===== config.mk =====
export PLATFORM = sky130hd
export DESIGN_NAME = bus_rr_arbiter
export DESIGN_NICKNAME = d
export VERILOG_FILES = /design/src/rtl/bus_rr_arbiter.sv
export SDC_FILE = /design/constraint.sdc
export NUM_CORES = 1
export LEC_CHECK = 0
export CORE_AREA = 10 10 148 150
export DETAILED_ROUTE_END_ITERATION = 8
export DIE_AREA = 0 0 158 160
export GPL_ROUTABILITY_DRIVEN = 0
export GPL_TIMING_DRIVEN = 0
export PLACE_DENSITY_LB_ADDON = 0.1
export REMOVE_ABC_BUFFERS = 1
export SYNTH_ARGS = -nofsm -noshare
export SYNTH_HDL_FRONTEND = slang
export SYNTH_SLANG_ARGS = --single-unit
export TNS_END_PERCENT = 20

===== constraint.sdc =====
create_clock -name clk -period 2.58 [get_ports clk]
set_input_delay 0.258 -clock clk [delete_from_list [all_inputs] [get_ports clk]]
set_output_delay 0.258 -clock clk [all_outputs]
set_load 0.01 [all_outputs]

===== src/rtl/bus_rr_arbiter.sv =====
// Round-robin arbiter sharing one slave memory port among N_MASTER bus masters.
// Zero-cycle arbitration, at most one read outstanding, writes finish on acceptance.
//
//  state     | meaning
//  ----------+-----------------------------------------------------------
//  ST_IDLE   | arbitrate; present the winner to the slave, grant on s_ready
//  ST_WAIT_R | read accepted, new requests stall until s_rvalid returns data
module bus_rr_arbiter #(
    parameter int N_MASTER = 4,
    parameter int AW       = 32,
    parameter int DW       = 32
) (
    input  logic                   clk,
    input  logic                   rst_n,
    input  logic [N_MASTER-1:0]    m_req,
    input  logic [N_MASTER-1:0]    m_we,
    input  logic [N_MASTER*AW-1:0] m_addr,
    input  logic [N_MASTER*DW-1:0] m_wdata,
    output logic [N_MASTER-1:0]    m_gnt,
    output logic [N_MASTER-1:0]    m_rvalid,
    output logic [DW-1:0]          m_rdata,
    output logic                   s_req,
    output logic                   s_we,
    output logic [AW-1:0]          s_addr,
    output logic [DW-1:0]          s_wdata,
    input  logic                   s_ready,
    input  logic                   s_rvalid,
    input  logic [DW-1:0]          s_rdata
);

    localparam int PW = (N_MASTER > 1) ? $clog2(N_MASTER) : 1;

    localparam logic [0:0] ST_IDLE   = 1'b0;
    localparam logic [0:0] ST_WAIT_R = 1'b1;

    logic [0:0]    state;
    logic [PW-1:0] ptr;
    logic [PW-1:0] owner;
    logic [PW-1:0] winner;
    logic [PW-1:0] ptr_next;
    logic          found;
    logic          idle;
    logic          any_req;
    logic          accept;

    // Scan ptr, ptr+1, ... modulo N_MASTER; first requester wins.
    always_comb begin
        winner = '0;
        found  = 1'b0;
        for (int k = 0; k < N_MASTER; k++) begin
            int idx;
            idx = int'(ptr) + k;
            if (idx >= N_MASTER) idx = idx - N_MASTER;
            if (!found && m_req[idx]) begin
                winner = PW'(idx);
                found  = 1'b1;
            end
        end
    end

    always_comb begin
        ptr_next = winner + 1'b1;
        if (winner == PW'(N_MASTER - 1)) ptr_next = '0;
    end

    assign idle    = (state == ST_IDLE);
    assign any_req = |m_req;
    assign accept  = idle && any_req && s_ready;

    // Slave fields are forced to zero whenever no request is presented.
    always_comb begin
        s_req    = idle && any_req;
        s_we     = 1'b0;
        s_addr   = '0;
        s_wdata  = '0;
        m_gnt    = '0;
        m_rvalid = '0;
        if (s_req) begin
            s_we    = m_we[winner];
            s_addr  = m_addr[int'(winner)*AW +: AW];
            s_wdata = m_wdata[int'(winner)*DW +: DW];
        end
        if (accept) m_gnt = N_MASTER'(1) << winner;
        if (state == ST_WAIT_R && s_rvalid) m_rvalid = N_MASTER'(1) << owner;
    end

    assign m_rdata = s_rdata;

    always_ff @(posedge clk or negedge rst_n) begin
        if (!rst_n) begin
            state <= ST_IDLE;
            ptr   <= '0;
            owner <= '0;
        end else if (accept) begin
            ptr   <= ptr_next;
            owner <= winner;
            state <= m_we[winner] ? ST_IDLE : ST_WAIT_R;
        end else if (state == ST_WAIT_R && s_rvalid) begin
            state <= ST_IDLE;
        end
    end

endmodule


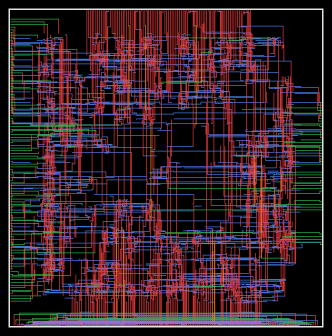
*Routed metal, one colour a layer, run 1*
| colour | layer | wire length |
|---|---|---|
| orange | met4 | 514 um |
| green | met3 | 3130 um |
| blue | met1 | 11700 um |
| purple | met5 | 114 um |
| red | met2 | 14800 um |

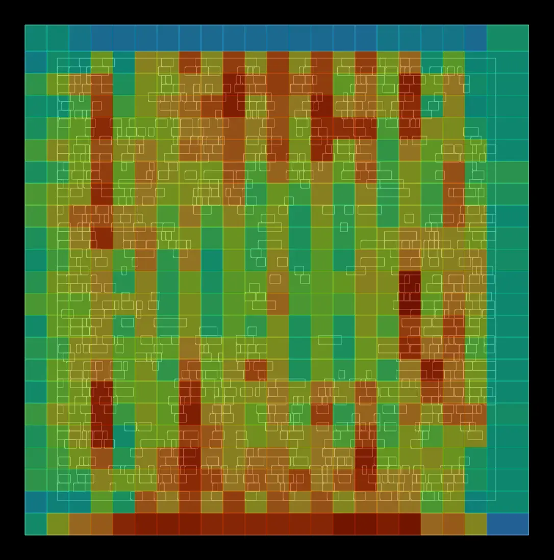
*Congestion heat map, run 1*
post-detailed-route wirelength per cell: 29.34 um
met1 Resource Use GR: 0.2503
total track usage: 0.2180
met3 layer usage reported by global route: 0.09535

==> run notes, run 1 <==
The synthesis and place-and-route flow finished, so here is a summary.

The via count of the routed design is 5232. The post-place setup slack came out at -2506 ps. The post-synthesis async set-or-reset flop share came out at 1.000. Looking at the clock tree report, the root buffer type is sky130_fd_sc_hd__clkbuf_16. The later-pin clock latency in the skew report is 230 ps. The number of cells on the worst reg-to-reg path is 9.

The clock buffer count from CTS came out at 3. The wire-length estimate of the detail-placed layout is 18800 um. The post-synth design cell area came out at 0.002899 sq mm. The footprint of the multi-input gates came out at 0.002631 sq mm. The number of buffers inserted for hold repair after clock tree synthesis came out at 0. Across the run, the number of max-cap violations was 0.

The number of global-route vias before repair came to 5573. The sequential element share of the synthesized area came out at 0.04316. The synthesis report names the predominant flop master as sky130_fd_sc_hd__dfrtp_1. The hold violation count in the final report is 0. The chip occupies 0.02528 sq mm.

The number of filler instances in the final layout came out at 1969. The final reports fail on setup timing. The post-synth count of flops with an enable pin is 0. TritonCTS built the clock tree. The remaining global-route overflow is 0.

Summing all flip-flop and latch instances after layout gives 127.6 sq um. The placed instance count came out at 958. The synthesized instance count is 463. The synthesis log from Yosys contains 0 warnings. The number of buffers added on ports came out at 341. CTS saw 5 sinks. The die span in x came out at 158 um. The critical path capture point is s_wdata[30]. The final core area utilization came out at 0.3823. Setup repair after global routing could not meet its margin everywhere. The run finished, with violations left. The H-tree level count is 1. The setup path with the least slack is of type register to output port. The worst slew margin relative to its limit came out at 0.3774. Detailed placement reports a standard cell area of 0.006247 sq mm. The worst register-to-register path begins at ptr[1]. The pin slew with the least headroom to its limit is 933.9 ps. The fraction of layout cells with a size suffix above 1 is 0.2566. The peak supply drop came out at 0.3265 mV. The total power of the final layout is 6577 uW. The max-slew violation count is 0. The accumulated negative setup slack came out at -189.9 ps. The maximum fanout along the worst path is 11. Setup slack on the critical path of the routed design comes to -61.36 ps. The worst setup path is captured at an output port. The library cells used most frequently in the layout, excluding fill and tap cells, are sky130_fd_sc_hd__clkdlybuf4s50_1 (268), sky130_fd_sc_hd__nand2_1 (133), sky130_fd_sc_hd__and3_1 (67). Per the cell usage report, the commonest logic cell in the layout is sky130_fd_sc_hd__clkdlybuf4s50_1. The clock transition at the registers of the reported paths is 30 ps.

OpenSTA lists the critical path startpoint as ptr[1]. The design area is 0.007293 sq mm. The number of buffers on the longest clock path is 2.

The tool warning count came out at 30. The final cycle utilization of the critical path is 1.024. Static timing analysis puts the maximum clock frequency at 378.6 MHz. The final timing report counts setup violations totalling 9.
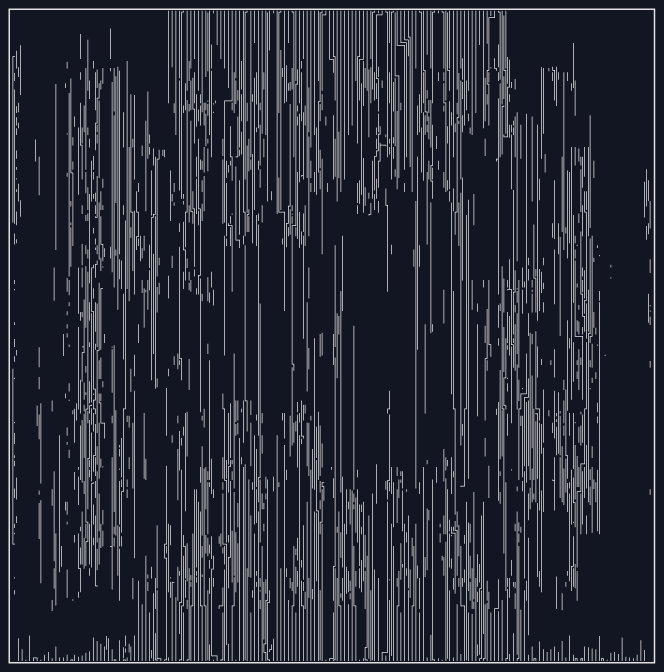
*Met2 routing, run 1*
nets with wire on the layer: 937
share of all routed wire: 49%

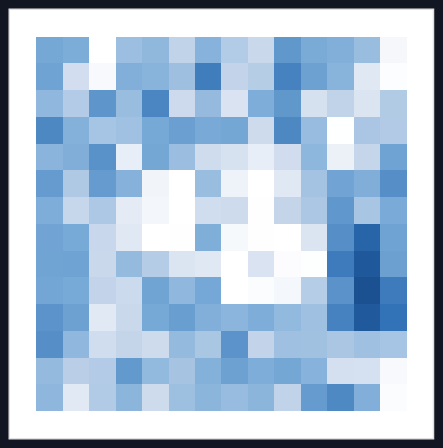
*Local utilization, run 1*
16 x 16 tiles, from white (low) to dark blue (high), 0 to 100% covered.
nearly empty tiles: 30%
densest ninth of the die: east
tiles over 75% full: 1.6%
mean over tiles: 28%
emptiest ninth of the die: centre
fullest tile: 87%

run 1: power by group:
group	leakage (uW)	internal (uW)	switching, uW
Combinational	0.00298	2790	3330
Sequential	0.0000590	120	75.1
Clock	0.0000382	205	55.1
Total	0.00308	3120	3460
run 1: routing by layer:
| layer | up-vias | wire (um) | GRT usage |
|---|---|---|---|
| met5 | - | 114 | 0.03512 |
| met4 | 2 | 513 | 0.04212 |
| met3 | 35 | 3129 | 0.09535 |
| met2 | 274 | 14840 | 0.3634 |
| met1 | 2515 | 11740 | 0.2503 |
| li1 | 2406 | - | - |
run 1: area by class of cell:
type,instances,area share
tap,238,0.04083
antenna,1,0.0003431
sequential,5,0.01750
timing repair inverter,5,0.008063
inverter,5,0.007034
clock buffer,4,0.01081
timing repair buffer,405,0.5546
multi-input combinational,371,0.3608
run 1: state kept, by name, summed over array words and instances, names as in the netlist:
register  count
owner         2
state         1
ptr           2
run 1: Yosys cell counts (2+ instances only):
| cell type | number |
|---|---|
| sky130_fd_sc_hd__nor2_1 | 6 |
| sky130_fd_sc_hd__clkbuf_1 | 29 |
| sky130_fd_sc_hd__a311oi_1 | 64 |
| sky130_fd_sc_hd__mux2_2 | 2 |
| sky130_fd_sc_hd__and3b_1 | 2 |
| sky130_fd_sc_hd__inv_2 | 2 |
| sky130_fd_sc_hd__a21o_1 | 2 |
| sky130_fd_sc_hd__o21ai_0 | 3 |
| sky130_fd_sc_hd__buf_4 | 39 |
| sky130_fd_sc_hd__nor3_1 | 2 |
| sky130_fd_sc_hd__buf_2 | 20 |
| sky130_fd_sc_hd__inv_1 | 3 |
| sky130_fd_sc_hd__nor2b_1 | 2 |
| sky130_fd_sc_hd__and3_1 | 69 |
| sky130_fd_sc_hd__dfrtp_1 | 5 |
| sky130_fd_sc_hd__a211oi_1 | 66 |
| sky130_fd_sc_hd__ha_1 | 4 |
| sky130_fd_sc_hd__nand2_1 | 133 |
run 1: logic make-up (layout without fill, tap and decap cells):
kind of cell | after synthesis | after routing | synth area share
and+or+nand+nor | 218 | 222 | 0.3522
AOI/OAI and AO/OA | 139 | 142 | 0.3927
buffers and inverters | 94 | 419 | 0.1834
DFF | 5 | 5 | 0.04316
adders and majority gates | 4 | 4 | 0.01726
muxes | 3 | 3 | 0.01122
other | 0 | 1 | 0
run 1: critical path, cell delays in order (launching register included):
cell and delay [ps]:
sky130_fd_sc_hd__dfrtp_2 460, sky130_fd_sc_hd__buf_12 150, sky130_fd_sc_hd__nor2b_4 130, sky130_fd_sc_hd__nor3_4 60, sky130_fd_sc_hd__buf_4 140, sky130_fd_sc_hd__buf_12 140
sky130_fd_sc_hd__buf_16 150, sky130_fd_sc_hd__buf_12 140, sky130_fd_sc_hd__and3_1 210, sky130_fd_sc_hd__a211oi_1 300, sky130_fd_sc_hd__a311oi_2 70, sky130_fd_sc_hd__buf_2 190
run 1: repair_timing:
item / CTS / global route
pin swaps: 22 / 33
endpoints found under the setup margin: 74 / 70
resized: 328 / 92
setup buffers: 34 / 15
gates cloned: 16 / 6
## Run 2: what changed since run 1
--- a/config.mk
+++ b/config.mk
@@ -10,7 +10,6 @@
 export DIE_AREA = 0 0 158 160
 export GPL_ROUTABILITY_DRIVEN = 0
 export GPL_TIMING_DRIVEN = 0
-export PLACE_DENSITY_LB_ADDON = 0.1
 export REMOVE_ABC_BUFFERS = 1
 export SYNTH_ARGS = -nofsm -noshare
 export SYNTH_HDL_FRONTEND = slang
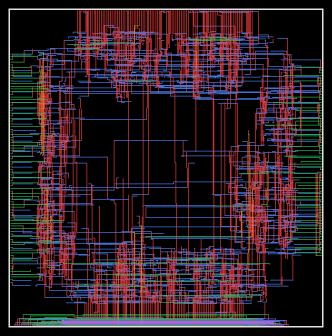
*Routed metal, one colour a layer, run 2*
| colour | layer | wire length |
|---|---|---|
| red | met2 | 12300 um |
| orange | met4 | 463 um |
| blue | met1 | 11300 um |
| purple | met5 | 106 um |
| green | met3 | 2880 um |

==> run notes, run 2 <==
The synthesis and place-and-route flow finished, so here is a summary.

In the global route stage, overall resource usage came out at 0.1912. The fraction of layout cells with a size suffix above 1 is 0.2640. The accumulated negative setup slack came out at 0 ps. The via count of the routed design came out at 5055.

Looking at the gate-level netlist, the highest instance count belongs to sky130_fd_sc_hd__nand2_1. The routed length on met1 came out at 11270 um. Dividing the final minimum period by the clock period gives 0.9997. The TritonCTS clock tree is built. In the final routed layout, each cell accounts on average for 26.35 um. The capturing element type of the critical path is an output port. The type recorded for the worst min-delay path is input pin to async pin. The H-tree level count came out at 1. The later-pin clock latency in the skew report is 220 ps. TritonCTS created 3 clock buffers.

In this run, post-CTS hold repair placed 0 buffers. The count of warnings emitted by yosys came out at 0. The post-synth design cell area is 0.002899 sq mm. The most common logic cell in the final layout is sky130_fd_sc_hd__clkdlybuf4s50_1. In this run the VDD rail shows a maximum IR drop of 0.3093 mV. The max-capacitance violation count came out at 0. The number of antenna-violating nets in the routed design came out at 0.

The static power due to leakage is 0.003048 uW. The die span in x came out at 158 um. The area of the die is 0.02528 sq mm.

The clock transition at the registers of the reported paths came out at 30 ps. The tool warning count came out at 30. The worst-case max-slew headroom was logged as 0.3884. The routed via count divided by cell count is 4.922. The pin slew with the least headroom to its limit is 917.4 ps. The largest registers in the layout are owner (2), ptr (2), state (1). The total of endpoints with negative setup slack in the final report came out at 0.

The run finished with clean final reports. The number of violations reported at the end of detailed-routing iteration 0 came out at 301. The highest metal layer carrying signal wires in the routed design is met5. Based on the critical path, the design can be clocked at up to 387.7 MHz. The max-slew violation count is 0. Once layout is complete, the utilization of the core stands at 0.3857.

The sequential element share of the synthesized area came out at 0.04316. In this run the tool buffered the top-level ports with 341 buffer cells. The synthesized instance count is 463. Ranking logic cells in the layout by count gives the top entries sky130_fd_sc_hd__clkdlybuf4s50_1 (268), sky130_fd_sc_hd__nand2_1 (133), sky130_fd_sc_hd__and3_1 (67). The wire length on met2 came out at 12350 um.

The report shows a maximum critical-path fanout of 12. Endpoints failing hold in the final report were tallied at 0. The master cell of the clock root buffer is sky130_fd_sc_hd__clkbuf_16. The count of flip-flops with a built-in enable after synthesis came out at 0.

According to the CTS report, the clock sink count is 5. After synthesis, the share of flip-flops with an asynchronous set or reset is 1.000. Per the detail_route log, met3 wirelength is 2877 um. The commonest cells after synthesis are sky130_fd_sc_hd__nand2_1 (133), sky130_fd_sc_hd__and3_1 (69), sky130_fd_sc_hd__a211oi_1 (66), sky130_fd_sc_hd__a311oi_1 (64), sky130_fd_sc_hd__buf_4 (39).

The sum of net half-perimeters after detailed placement came out at 16750 um. The most used flip-flop cell is sky130_fd_sc_hd__dfrtp_1. The number of buffers on the longest clock path came out at 2.

Setup repair after global routing could not meet its margin everywhere. After global routing the overflow that remains totals 0.
[run 2: cell counts after synthesis]
No cell type changed its count.
[run 2: stage by stage]
step / power (uW) / instance area (sq um) / setup slack (ps) / instances
after floorplan: 2291 / 2386 / -2767 / 374
after global placement: 4792 / 6097 / -8046 / 953
after detailed placement: 4875 / 6247 / -2318 / 958
after CTS: 5941 / 6882 / -66.40 / 1014
after global routing: 6960 / 7360 / -88.22 / 1027
final: 6549 / 7360 / 0.7516 / 1027
[run 2: worst max-delay path, stage by stage, from the launching register on]
cell                        delay, ps
sky130_fd_sc_hd__dfrtp_2          440
sky130_fd_sc_hd__and3b_2          250
sky130_fd_sc_hd__o21ai_4          170
sky130_fd_sc_hd__buf_12           130
sky130_fd_sc_hd__and2_4           150
sky130_fd_sc_hd__buf_12           130
sky130_fd_sc_hd__clkinv_16        100
sky130_fd_sc_hd__buf_16           180
sky130_fd_sc_hd__a211oi_2         260
sky130_fd_sc_hd__a311oi_2          70
sky130_fd_sc_hd__buf_2            190
[run 2: cells by family (layout without fill, tap and decap cells)]
group / count (synthesis) / count (layout) / synth area share
other cells: 0 / 1 / 0
compound gates: 139 / 141 / 0.3927
fa+ha+maj: 4 / 4 / 0.01726
simple gates: 218 / 222 / 0.3522
buf+inv: 94 / 413 / 0.1834
mux: 3 / 3 / 0.01122
flops: 5 / 5 / 0.04316
[run 2: layer usage]
layer / track usage / vias to the layer above
met1: 0.2333 / 2361
met3: 0.07440 / 32
met4: 0.03917 / 2
met5: 0.03926 / -
met2: 0.3070 / 286
li1: - / 2374
[run 2: final timing paths]
kind,cells after the start,slack (ps),start,to
setup / recovery,10,0.8,ptr[1],s_wdata[4]
hold / removal,1,270,rst_n,ptr[1]
setup reg to reg,8,540,ptr[1],state
hold reg to reg,2,530,owner[0],owner[0]
max in group asynchronous,1,2100,rst_n,ptr[0]
min in group clk,0,520,s_rdata[2],m_rdata[2]
[run 2: power breakdown]
| group | internal (uW) | switching [uW] |
|---|---|---|
| Sequential | 120 | 61.7 |
| Clock | 205 | 48.1 |
| Combinational | 2830 | 3290 |
[run 2: timing repair]
item,CTS,global route
resized,299,101
setup buffers,37,5
pin swaps,19,29
setup endpoints to repair,74,63
gates cloned,15,7
[run 2: cell type report]
type	instances	area (sq um)
Inverter	5	71.32
Sequential cell	5	127.6
Antenna cell	1	2.502
Timing Repair inverter	5	56.30
Clock buffer	4	78.83
Multi-Input combinational cell	370	2763
Timing Repair Buffer	399	3963
Fill cell	1994	11720
Tap cell	238	297.8
## Run 3: what changed since run 2
--- a/config.mk
+++ b/config.mk
@@ -5,12 +5,14 @@
 export SDC_FILE = /design/constraint.sdc
 export NUM_CORES = 1
 export LEC_CHECK = 0
+export CAP_MARGIN = 20
 export CORE_AREA = 10 10 148 150
 export DETAILED_ROUTE_END_ITERATION = 8
 export DIE_AREA = 0 0 158 160
 export GPL_ROUTABILITY_DRIVEN = 0
 export GPL_TIMING_DRIVEN = 0
 export REMOVE_ABC_BUFFERS = 1
+export SLEW_MARGIN = 10
 export SYNTH_ARGS = -nofsm -noshare
 export SYNTH_HDL_FRONTEND = slang
 export SYNTH_SLANG_ARGS = --single-unit
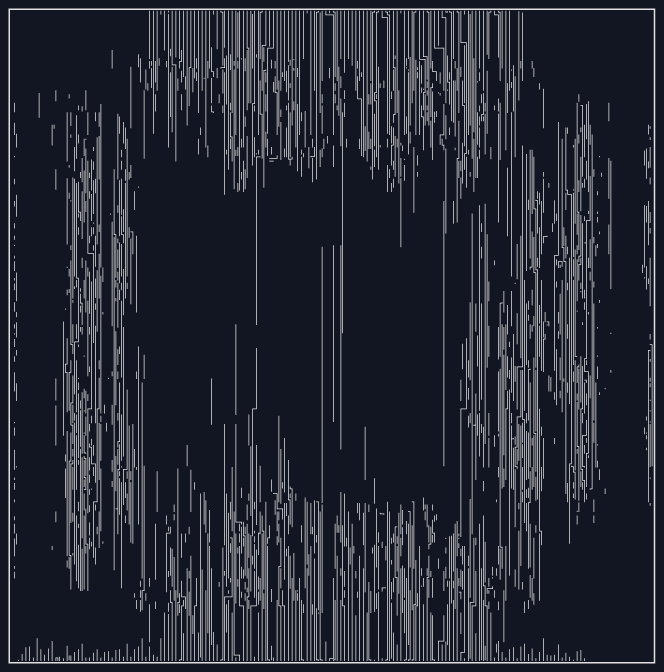
*Met2 routing, run 3*
share of all routed wire: 46%
wire length on this layer: 12600 um
main direction: vertical
longest straight run: 86.9 um
nets with wire on the layer: 889

==> run notes, run 3 <==
The synthesis and place-and-route flow finished, so here is a summary.

The synthesized instance count is 463. The fraction of layout cells with a size suffix above 1 came out at 0.2465. The switching component of the power came out at 3345 uW. The final worst slack is -57.88 ps. The final reports fail on setup timing. The largest registers in the layout are owner (2), ptr (2), state (1).

Headroom to the max-slew limit came out at 0.6049. The initial antenna violation count came out at 0. The length in cells of the worst reg-to-reg path came out at 9. Hold repair after CTS inserted 0 buffers. Among all cell types in the netlist, the one instantiated most often is sky130_fd_sc_hd__nand2_1. The length of the first detailed-routing pass in iterations came out at 4.

The max-capacitance violation count is 0. The routed design shows a via density per instance of 5.039. No sink is reached through more buffers than the 2 on the longest clock path. Adding up every negative setup slack in the final design gives -334.9 ps. The number of global-route vias before repair came to 5206. The aggregate global-route resource usage came out at 0.1896. The number of clock sinks is 5. The internal power came out at 3077 uW. The standard cell area after detailed placement is 0.006260 sq mm. The data arrival at the endpoint of the critical path came out at 2380 ps. The H-tree level count is 1. Buffers placed on the I/O ports in this run total 341. The post-synthesis async set-or-reset flop share is 1.000. The count of flip-flops with a built-in enable after synthesis came out at 0. The critical path class is register to output port. The design area came out at 0.007231 sq mm. The global route stage reports its total congestion overflow as 0. For this run, the script counts the antenna cells in the layout as 0. The peak supply drop came out at 0.2611 mV. The pin slew with the least headroom to its limit came out at 592.7 ps. The number of violations reported at the end of detailed-routing iteration 0 came out at 310. The sequential element share of the synthesized area came out at 0.04316. Setup repair after global routing could not meet its margin everywhere. The via count of the routed design is 5145. For this design the static power due to leakage is 0.003020 uW. Summing every instance area after synthesis gives 0.002899 sq mm. The cell sitting at the root of the clock tree is a sky130_fd_sc_hd__clkbuf_16. The number of cells in the yosys synthesis report is 463. The maximum fanout along the worst path is 21. In the layout the commonest cells are sky130_fd_sc_hd__clkdlybuf4s50_1 (268), sky130_fd_sc_hd__nand2_1 (133), sky130_fd_sc_hd__and3_1 (65).

STA classifies the critical path startpoint as a register. The y dimension of the die came out at 160 um. The hold violation count in the final report is 0. The power report attributes to the sequential group a share of 0.030. The number of filler instances in the final layout is 2022. The pre-CTS setup check shows a worst slack of -1910 ps. The later-pin clock latency in the skew report came out at 230 ps.

The clock transition at the registers of the reported paths is 30 ps. For this run, the share of the core covered by cells in the final layout is 0.3790. The reg2reg setup slack is 470 ps. The detail route stage leaves a number of antenna-violating nets equal to 0.

The max-slew violation count is 0. Summed over all nets, the half-perimeter wirelength after detailed placement is 16830 um. The overall die size recorded for this design is 0.02528 sq mm. The die span in x came out at 158 um.

The most used flip-flop cell is sky130_fd_sc_hd__dfrtp_1. STA classifies the critical path endpoint as an output port. From the final report, the count of setup violators was given as 14.

The clock network power share came out at 0.039. The switching portion of total power came out at 0.5209. Counting the buffers created by CTS gives 3. The leading cell type in the layout, fill and taps excluded is sky130_fd_sc_hd__clkdlybuf4s50_1. The detail-routed net length per standard cell came out at 26.79 um.

The count of warnings emitted by yosys came out at 0. In this run the tools logged warnings totalling 30. Of the total power, combinational logic draws 0.931. The final cycle utilization of the critical path is 1.022.

TritonCTS built the clock tree. Sorting the synthesized cells by how often they occur yields sky130_fd_sc_hd__nand2_1 (133), sky130_fd_sc_hd__and3_1 (69), sky130_fd_sc_hd__a211oi_1 (66), sky130_fd_sc_hd__a311oi_1 (64), sky130_fd_sc_hd__buf_4 (39). The flow ran to the end, but the final reports show violations.
[run 3: cells by family after synthesis]
logic type	count (synthesis)	synth area share
flip-flops	5	0.04316
AND/OR/NAND/NOR	218	0.3522
buffers and inverters	94	0.1834
adder cells (fa/ha/maj)	4	0.01726
AND-OR/OR-AND	139	0.3927
multiplexers	3	0.01122
[run 3: timing repair]
| action | CTS | global route |
|---|---|---|
| pin swaps | 19 | 26 |
| resized | 290 | 97 |
| setup endpoints to repair | 74 | 68 |
| cloned | 16 | 7 |
| setup buffers | 29 | 6 |
[run 3: area by class of cell]
type	count	area, sq um	area share
Clock buffer	4	78.83	0.01090
Inverter	5	61.31	0.008479
Multi-Input combinational cell	369	2645	0.3658
Sequential cell	5	127.6	0.01765
Tap cell	238	297.8	0.04118
Timing Repair Buffer	396	3971	0.5492
Timing Repair inverter	4	48.80	0.006749
[run 3: worst max-delay path, stage by stage, from the launching register on]
cell	delay (ps)
sky130_fd_sc_hd__dfrtp_2	420
sky130_fd_sc_hd__and3b_2	240
sky130_fd_sc_hd__o21ai_4	70
sky130_fd_sc_hd__buf_12	150
sky130_fd_sc_hd__and2_4	170
sky130_fd_sc_hd__buf_16	150
sky130_fd_sc_hd__inv_16	140
sky130_fd_sc_hd__clkbuf_16	200
sky130_fd_sc_hd__nand2_1	60
sky130_fd_sc_hd__a311oi_1	310
sky130_fd_sc_hd__buf_2	220
[run 3: metrics by stage]
step | power [uW] | cells
finish | 6422 | 1021
global route | 6789 | 1021
CTS | 6038 | 1008
detailed placement | 4884 | 959
global placement | 4792 | 953
floorplan | 2291 | 374
[run 3: routing by layer]
metal	global-route usage	vias up	share of wire
met5	0.03926	-	0.0038
met4	0.03496	2	0.020
met3	0.07387	34	0.099
met2	0.3091	292	0.46
met1	0.2287	2435	0.41
li1	-	2382	-
[run 3: power groups by stage]
stage / Clock [uW] / Sequential [uW] / Combinational, uW
finish: 253 / 192 / 5980
global route: 263 / 195 / 6330
CTS: 256 / 181 / 5600
detailed placement: 0 / 165 / 4720
global placement: 0 / 160 / 4630
floorplan: 0 / 149 / 2140
[run 3: worst max path at each step]
stage / start / end / slack (ps) / cells after the start
floorplan: ptr[1] / m_gnt[0] / -2770 / 6
global placement: m_req[3] / s_addr[30] / -8050 / 8
detailed placement: m_req[3] / s_wdata[18] / -1910 / 11
CTS: ptr[0] / s_addr[0] / -120 / 10
global route: ptr[1] / s_wdata[20] / -120 / 11
finish: ptr[1] / s_wdata[2] / -60 / 10
Power and IR drop assume default switching activity.
